### config.mk
export PLATFORM = sky130hd
export DESIGN_NAME = line_fill_ctrl
export DESIGN_NICKNAME = d
export VERILOG_FILES = /design/src/rtl/line_fill_ctrl.sv
export SDC_FILE = /design/constraint.sdc
export NUM_CORES = 1
export LEC_CHECK = 0
export CORE_MARGIN = 3
export CORE_UTILIZATION = 38
export CTS_CLUSTER_DIAMETER = 40
export DETAILED_ROUTE_END_ITERATION = 12
export GPL_TIMING_DRIVEN = 0
export PLACE_DENSITY = 0.77
export SLEW_MARGIN = 25
export SYNTH_ARGS = -nofsm -noshare
export SYNTH_HDL_FRONTEND = slang
export SYNTH_SLANG_ARGS = --single-unit
### constraint.sdc
create_clock -name clk -period 5.85 [get_ports clk]
set_input_delay 1.17 -clock clk [delete_from_list [all_inputs] [get_ports clk]]
set_output_delay 1.17 -clock clk [all_outputs]
set_load 0.01 [all_outputs]
### src/rtl/line_fill_ctrl.sv
// Cache line refill controller: issues one 4-beat burst read per miss and writes the assembled line.
// Optional critical-word forwarding is built when LINE_FILL_CRIT_WORD_EN is defined.
module line_fill_ctrl #(
   parameter int ADDR_W = 32,
   parameter int DATA_W = 32
) (
   input  logic                  clk,
   input  logic                  rst,
   input  logic                  req_valid,
   input  logic [ADDR_W-1:0]     req_addr,
   output logic                  req_ready,
   output logic                  mem_ar_valid,
   input  logic                  mem_ar_ready,
   output logic [ADDR_W-1:0]     mem_ar_addr,
   input  logic                  mem_r_valid,
   input  logic [DATA_W-1:0]     mem_r_data,
   input  logic                  mem_r_last,
   output logic                  mem_r_ready,
   output logic                  line_we,
   output logic [ADDR_W-1:0]     line_addr,
   output logic [4*DATA_W-1:0]   line_data,
   output logic                  crit_valid,
   output logic [DATA_W-1:0]     crit_data,
   output logic                  busy,
   output logic                  err
);

   typedef enum logic [1:0] {IDLE, ADDR, DATA, WRITE} state_t;

   state_t              state, state_nxt;
   logic [ADDR_W-1:0]   addr_r;
   logic [1:0]          cnt;
   logic [4*DATA_W-1:0] line_r;
   logic                err_r;
   logic                accept;
   logic                beat;
   logic                carry;
   logic                unused_bits;

   assign accept      = (state == IDLE) && req_valid;
   assign beat        = (state == DATA) && mem_r_valid;
   assign carry       = (cnt == 2'd3);
   assign unused_bits = ^req_addr[3:0];

   always_ff @(posedge clk or posedge rst) begin
      if (rst) state <= IDLE;
      else     state <= state_nxt;
   end

   always_comb begin
      state_nxt    = state;
      req_ready    = 1'b0;
      mem_ar_valid = 1'b0;
      mem_r_ready  = 1'b0;
      line_we      = 1'b0;
      busy         = 1'b1;
      case (state)
         IDLE: begin
            req_ready = 1'b1;
            busy      = 1'b0;
            if (req_valid) state_nxt = ADDR;
         end
         ADDR: begin
            mem_ar_valid = 1'b1;
            if (mem_ar_ready) state_nxt = DATA;
         end
         DATA: begin
            mem_r_ready = 1'b1;
            if (mem_r_valid && carry) state_nxt = WRITE;
         end
         WRITE: begin
            line_we   = 1'b1;
            state_nxt = IDLE;
         end
         default: state_nxt = IDLE;
      endcase
   end

   // Beat capture: err flags a last marker on the wrong beat, but the fill always takes four beats.
   always_ff @(posedge clk or posedge rst) begin
      if (rst) begin
         addr_r <= '0;
         cnt    <= 2'd0;
         line_r <= '0;
         err_r  <= 1'b0;
      end else begin
         if (accept) begin
            addr_r <= {req_addr[ADDR_W-1:4], 4'b0000};
            cnt    <= 2'd0;
            err_r  <= 1'b0;
         end
         if (beat) begin
            for (int k = 0; k < 4; k++) begin
               if (cnt == 2'(k)) line_r[k*DATA_W +: DATA_W] <= mem_r_data;
            end
            cnt <= cnt + 2'd1;
            if (carry != mem_r_last) err_r <= 1'b1;
         end
      end
   end

   assign mem_ar_addr = addr_r;
   assign line_addr   = addr_r;
   assign line_data   = line_r;
   assign err         = err_r;

`ifdef LINE_FILL_CRIT_WORD_EN
   logic [1:0]        word_r;
   logic              crit_v_r;
   logic [DATA_W-1:0] crit_d_r;

   always_ff @(posedge clk or posedge rst) begin
      if (rst) begin
         word_r   <= 2'd0;
         crit_v_r <= 1'b0;
         crit_d_r <= '0;
      end else begin
         if (accept) word_r <= req_addr[3:2];
         crit_v_r <= beat && (cnt == word_r);
         if (beat && (cnt == word_r)) crit_d_r <= mem_r_data;
      end
   end

   assign crit_valid = crit_v_r;
   assign crit_data  = crit_d_r;
`else
   assign crit_valid = 1'b0;
   assign crit_data  = '0;
`endif

endmodule

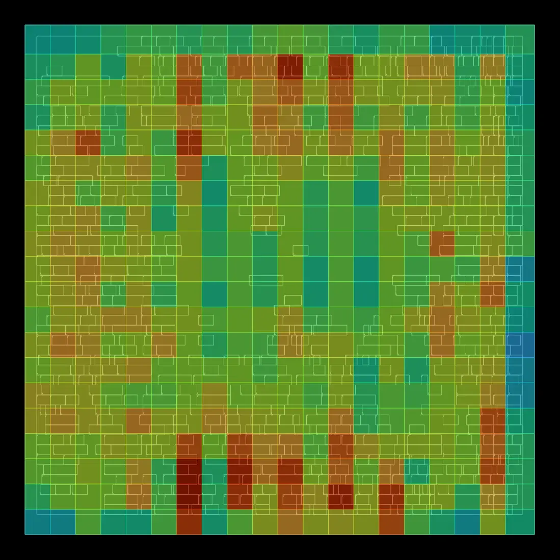
*Track usage over the die*
GRT busiest layer: met2
WL per Instance: 17.0 µm
GRT Resource Usage Total: 17.6%
M2 GR Usage: 31.2%
met3 Use GR: 7.24%

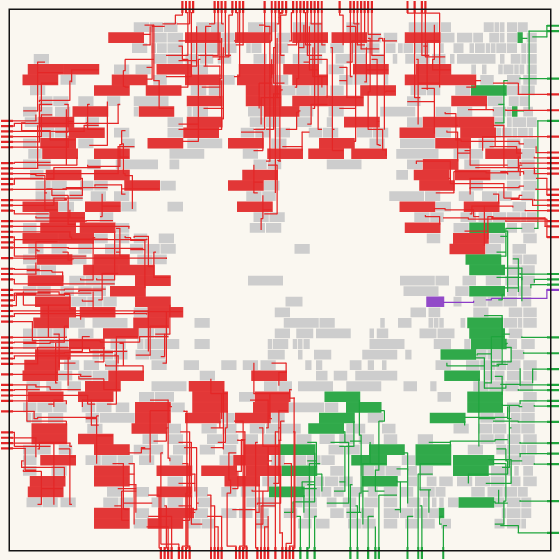
*Nets reached from selected ports*
| color | port | bits | direction | edge | end cells | wire |
|---|---|---|---|---|---|---|
| red | line_data | 128 | output | 48 left, 39 top, 25 bottom, 16 right | 128 | 4610 µm |
| green | line_addr | 32 | output | 20 right, 12 bottom | 32 | 947 µm |
| purple | line_we | 1 | output | right | 1 | 26.6 µm |

==> CHANGELOG.md <==
### Changed

- Clock buffers: 21
- Leakage power: 4.78 nW
- Clock transition at path regs: 60 ps
- Status: finished, final reports clean
- Core area: 0.0173 mm²
- Initial DRC Count: 75
- Comb. cell area: 0.00215 mm²
- Max-cap violations: 0
- Non-CTS buffers: 340
- H-tree Lvls: 4
- Critical path type: flip-flop to primary output
- Most frequent cells in the layout: clkdlybuf4s50_1, dfrtp_1, mux2_2
- Flops after synth: 161
- DR pass1 iterations: 4
- Signal buf overhead: 31.5%
- Nets@finish: 830
- Cell Area, Synth: 0.00673 mm²
- Worst slack, placed: 3190 ps
- Layout cell share with drive strength beyond 1: 35.1%
- Flop count: 161
- IO Pins: 301
- Non-Filler Instances: 989
- Antenna Diode Count: 0
- Top-area cell share: 59.9%
- Basic Gates by Area: 1.38%
==> metrics by stage <==
stage	TNS [ps]	util, %	hold slack, ps
global route	0	59.6	512
finish	0	59.6	484
global placement	-243660	56.1	474
CTS	0	59.6	494
detailed placement	0	56.3	481
floorplan	0	-	512
==> worst reg2reg max path, stage by stage (launching register included) <==
cell and delay, ps:
dfrtp_1 410, inv_1 80, ha_1 270, and2_4 230, nand2_4 140, buf_6 190
mux2_2 360
==> flip-flops by register name, summed over array words and instances, names as in the netlist <==
register	count
line_data	128
line_addr	28
cnt	2
state	2
err	1
==> synthesized netlist by cell type (all sizes together) <==
cell	n
a221oi	1
and2	1
buf	84
conb	1
dfrtp	161
ha	8
inv	7
mux2	157
nand2	10
nand3	2
nor2b	1
o21ai	2
o32a	1
xnor2	1
==> power by group <==
part / switching [W] / leakage (nW) / internal [W]
clock network: 0.000427 / 0.283 / 0.000647
logic: 0.000956 / 2.49 / 0.00167
registers: 0.000299 / 2.01 / 0.00163
==> metal layers <==
metal	wire length (µm)	part of all wire [%]
met1	6330	38
met2	8770	52
met3	1450	8.6
met4	291	1.7
met5	0	0
==> worst paths after layout <==
| path | startpoint | endpoint | slack [ps] | depth (start not counted) |
|---|---|---|---|---|
| hold reg to reg | err | err | 480 | 2 |
| max in group asynchronous | rst | line_data[44] | 3850 | 3 |
| hold / removal | err | err | 480 | 2 |
| min in group asynchronous | rst | line_data[70] | 1190 | 2 |
| setup reg to reg | state[0] | line_data[25] | 4060 | 6 |
| setup / recovery | state[0] | mem_r_ready | 2900 | 3 |
==> kinds of logic after synthesis <==
group / Yosys count
simple gates: 14
buf+inv: 91
xor+xnor: 1
other cells: 1
compound gates: 4
fa+ha+maj: 8
flops: 161
mux: 157
Power figures rest on the tool's default switching activity, not on a simulated workload.
